--- src/rtl/counter_ctrl.sv ---
// Command-driven sequencer around a WIDTH-bit up-counter: prescaled ticks,
// limit compare with one-shot or auto-reload, and a saturating done count.
module counter_ctrl #(
    parameter int unsigned WIDTH = 32,
    parameter int unsigned PW    = 8
) (
    input  logic             clk,
    input  logic             rst_n,
    input  logic             cmd_valid,
    output logic             cmd_ready,
    input  logic [1:0]       cmd_op,
    input  logic [WIDTH-1:0] cmd_data,
    input  logic [WIDTH-1:0] cfg_limit,
    input  logic             cfg_reload,
    input  logic [PW-1:0]    cfg_prescale,
    output logic [WIDTH-1:0] out,
    output logic             busy,
    output logic             done_pulse,
    output logic [7:0]       done_cnt
);

    typedef enum logic [1:0] {IDLE, RUN, PAUSED, DONE} state_t;
    typedef enum logic [1:0] {OP_START, OP_STOP, OP_LOAD, OP_CLEAR} op_t;

    state_t           state, state_nx;
    op_t              op;
    logic [PW-1:0]    presc, presc_nx;
    logic [WIDTH-1:0] out_nx;
    logic             pulse_nx;
    logic [7:0]       dcnt_nx;
    logic             tick;
    logic             accept;

    assign op        = op_t'(cmd_op);
    assign tick      = (state == RUN) && (presc >= cfg_prescale);
    assign cmd_ready = !tick;
    assign accept    = cmd_valid && cmd_ready;
    assign busy      = (state == RUN);

    always_ff @(posedge clk or negedge rst_n) begin
        if (!rst_n) begin
            state      <= IDLE;
            presc      <= '0;
            out        <= '0;
            done_pulse <= 1'b0;
            done_cnt   <= '0;
        end else begin
            state      <= state_nx;
            presc      <= presc_nx;
            out        <= out_nx;
            done_pulse <= pulse_nx;
            done_cnt   <= dcnt_nx;
        end
    end

    // A tick blocks command acceptance, so counter updates and commands are exclusive.
    always_comb begin
        state_nx = state;
        presc_nx = presc;
        out_nx   = out;
        pulse_nx = 1'b0;
        dcnt_nx  = done_cnt;
        if (tick) begin
            presc_nx = '0;
            if (out == cfg_limit) begin
                pulse_nx = 1'b1;
                if (done_cnt != '1) dcnt_nx = done_cnt + 8'd1;
                if (cfg_reload) out_nx = '0;
                else            state_nx = DONE;
            end else begin
                out_nx = out + 1'b1;
            end
        end else begin
            if (state == RUN) presc_nx = presc + 1'b1;
            if (accept) begin
                unique case (state)
                    IDLE, PAUSED: begin
                        unique case (op)
                            OP_START: begin
                                state_nx = RUN;
                                if (state == IDLE) presc_nx = '0;
                            end
                            OP_LOAD:  out_nx = cmd_data;
                            OP_CLEAR: begin
                                out_nx  = '0;
                                dcnt_nx = '0;
                            end
                            default: ;
                        endcase
                    end
                    RUN: begin
                        unique case (op)
                            OP_STOP: begin
                                state_nx = PAUSED;
                                presc_nx = presc;
                            end
                            OP_LOAD: begin
                                out_nx   = cmd_data;
                                presc_nx = '0;
                            end
                            OP_CLEAR: begin
                                out_nx   = '0;
                                presc_nx = '0;
                                dcnt_nx  = '0;
                            end
                            default: ;
                        endcase
                    end
                    DONE: begin
                        state_nx = IDLE;
                        unique case (op)
                            OP_START: begin
                                out_nx   = '0;
                                presc_nx = '0;
                                state_nx = RUN;
                            end
                            OP_LOAD:  out_nx = cmd_data;
                            OP_CLEAR: begin
                                out_nx  = '0;
                                dcnt_nx = '0;
                            end
                            default: ;
                        endcase
                    end
                    default: ;
                endcase
            end
        end
    end

endmodule

--- config.mk ---
export PLATFORM = sky130hd
export DESIGN_NAME = counter_ctrl
export DESIGN_NICKNAME = d
export VERILOG_FILES = /design/src/rtl/counter_ctrl.sv
export SDC_FILE = /design/constraint.sdc
export NUM_CORES = 1
export LEC_CHECK = 0
export CORE_AREA = 2 2 100 102
export DETAILED_ROUTE_END_ITERATION = 10
export DIE_AREA = 0 0 102 104
export MAX_ROUTING_LAYER = met4
export PLACE_DENSITY = 0.73
export SETUP_SLACK_MARGIN = 0.5
export SLEW_MARGIN = 20
export SYNTH_ARGS = -nofsm -noshare
export SYNTH_HDL_FRONTEND = slang
export SYNTH_SLANG_ARGS = --single-unit
--- constraint.sdc ---
create_clock -name clk -period 2.3 [get_ports clk]
set_clock_uncertainty 0.1 [all_clocks]
set_input_delay 0.46 -clock clk [delete_from_list [all_inputs] [get_ports clk]]
set_output_delay 0.46 -clock clk [all_outputs]
set_load 0.005 [all_outputs]
Figure 1. PDN straps and rails (run 1).
Scale: 4 px per um. Pins as bars on the die edge.
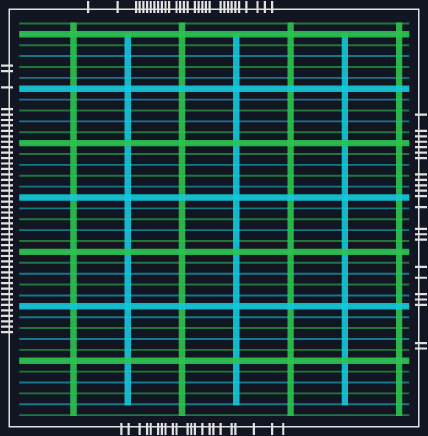
[cyan] VDD
[green] VSS
met4 straps: 7
signal pins: 121
met5 straps: 7
met1 rails: 37

Figure 2. Placement by cell class (run 1).
Scale: 3 px per um. Fill, decap, tap and diode cells in gray.
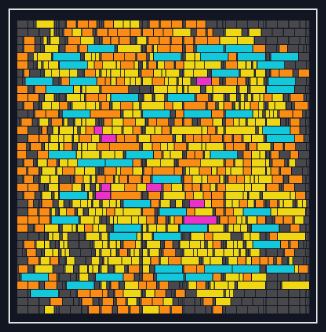
[cyan] flops | cells: 51
[yellow] all other logic | cells: 383
[orange] other buffers and delay cells | cells: 285
[magenta] clock drivers and dummy loads | cells: 8
cell area after layout: 0.007278 mm^2
Placeable Area: 0.009549 mm^2
final core occ: 76.22%
FP Rows: 36

==> flow_metrics.tcl, run 1 <==
# place-and-route summary
set metrics [dict create \
    synthAoiAreaFrac_pct 27.58 \
    leakage_nw 3.329 \
    area_growth_pct 82.12 \
    fin_setup_tns_ps -13080 \
    tool_warnings 32 \
    vdd_ir_drop_max_v 0.0003812 \
    hold_viol 0 \
    max_slew_margin_pct 63.49 \
    clock_buffers 5 \
    busiest_layer "met2" \
    startpoint_type "flop" \
    ys_sh_xor_pct 7.013 \
    ys_area_mm2 0.003996 \
    failed_checks "setup timing" \
    power-top-group "combinational logic" \
    worst_ep_required_time_ps 2420 \
    critPathKind "flop to flop" \
    grt_first_pass_wirelength_um 26730 \
    status "finished, violations left" \
    finalSetupViolCount 51 \
    finalWorstSetupSlack_ps -358.4 \
    seq_power_w 0.00134 \
]
Figure 3. Clock network drawn from the DEF (run 1).
Scale: 6 px per um.
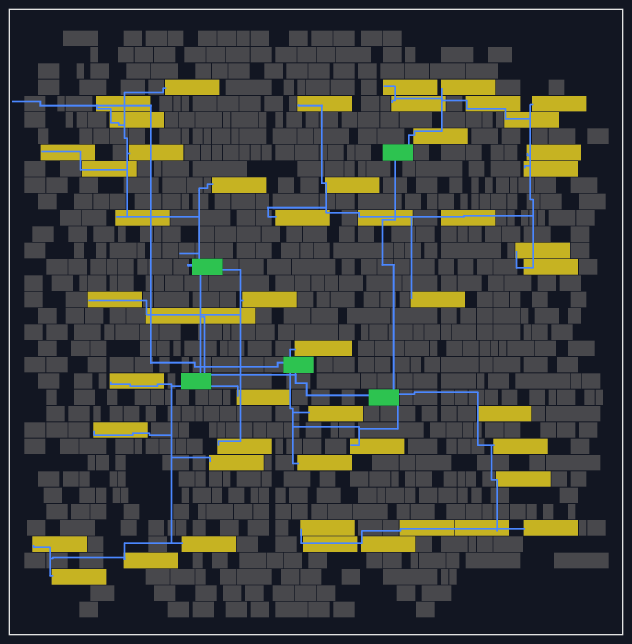
[green] cells driving clock nets | count: 5
[blue] clock wires | length: 779 um
[yellow] flip-flops | count: 51
routed clock nets: 6
clk_lat worst skew: 340 ps
clock power share: 13.0%
Clk. pwr: 0.000691 W

==> inputs of run 2 (changes only) <==
==> config.mk (replaced) <==
export PLATFORM = sky130hd
export DESIGN_NAME = counter_ctrl
export DESIGN_NICKNAME = d
export VERILOG_FILES = /design/src/rtl/counter_ctrl.sv
export SDC_FILE = /design/constraint.sdc
export NUM_CORES = 1
export LEC_CHECK = 0
export ABC_AREA = 0
export CELL_PAD_IN_SITES_DETAIL_PLACEMENT = 1
export CELL_PAD_IN_SITES_GLOBAL_PLACEMENT = 1
export CORE_AREA = 2 2 115 117
export DETAILED_ROUTE_END_ITERATION = 10
export DIE_AREA = 0 0 117 119
export MAX_ROUTING_LAYER = met4
export PLACE_DENSITY = 0.74
export SETUP_SLACK_MARGIN = 0.5
export SYNTH_ARGS = -nofsm -noshare
export SYNTH_HDL_FRONTEND = slang
export SYNTH_SLANG_ARGS = --single-unit
==> run 2 against run 1 <==
Compared with the run above:
- setup slack got worse by 140 ps
- hold slack improved by 59 ps
- cell count increased by 10%
- the run still ends with setup timing left
- critical path type unchanged
- area after synthesis unchanged
- register-to-register slack got worse by 140 ps
- non-clock buffer count increased by 42
- largest cell class is now non-clock buffers
- sequential cell count unchanged
- die size increased by 31%
- critical path depth decreased by 2
- sequential share of layout area decreased by 1.9 points
- global-route usage increased by 1.9 points
- via count increased by 12%
==> flow_metrics.tcl, run 2 <==
# place-and-route summary
set metrics [dict create \
    status "finished, violations left" \
    clkPwrFrac_pct 14.9 \
    power-top-group "combinational logic" \
    critPathKind "flop to flop" \
    clock_buffers 6 \
    ys_area_mm2 0.003996 \
    gr-usage-met1_pct 41.12 \
    dr.max_layer_used "met4" \
    synthAoiAreaFrac_pct 27.58 \
    failed_checks "setup timing" \
    vdd_ir_drop_max_v 0.0004338 \
    maxCapViolations 0 \
    antenna_found_initial 0 \
    ys_sh_xor_pct 7.013 \
    clkLatencyLatePin_ps 310 \
    fin_area_mm2 0.008212 \
    startpoint "out[7]" \
    area_growth_pct 105.5 \
    worstReg2RegEnd "out[17]" \
    worst_ep_required_time_ps 2390 \
    r2r_slack_ps -500 \
    tool_warnings 32 \
    finalWorstSetupSlack_ps -495.3 \
    grt_first_pass_wirelength_um 35420 \
    seq_power_w 0.00141 \
    busiest_layer "met2" \
    cp_slowest_cell "dfrtp_2" \
    leakage_nw 3.669 \
    synthTopCellsByArea "dfrtp_1, xor2_1, ha_1" \
    internal_power_w 0.003715 \
    pg_clk_w 0.000956 \
    hold_viol 0 \
    yosysTopAreaCellShare_pct 31.93 \
    post-route-util_pct 63.78 \
    startpoint_type "flop" \
    fmax_mhz 357.7 \
    p_sw_w 0.002700 \
    finalSetupViolCount 52 \
    fin_setup_tns_ps -17700 \
]
Figure 4. PDN straps and rails (run 2).
Scale: 3 px per um. Pins as bars on the die edge.
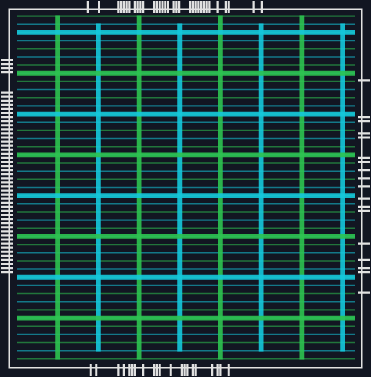
[cyan] VDD
[green] VSS
signal pins: 121
met1 rails: 43

Figure 5. Cell outlines without signal wires (run 2).
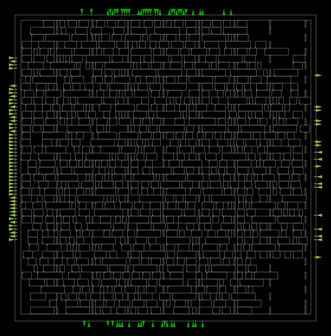
Placeable Area: 0.01287 mm^2
Seq cells: 51
FP Rows: 42
number of tapcells: 176

Power figures rest on the tool's default switching activity, not on a simulated workload.
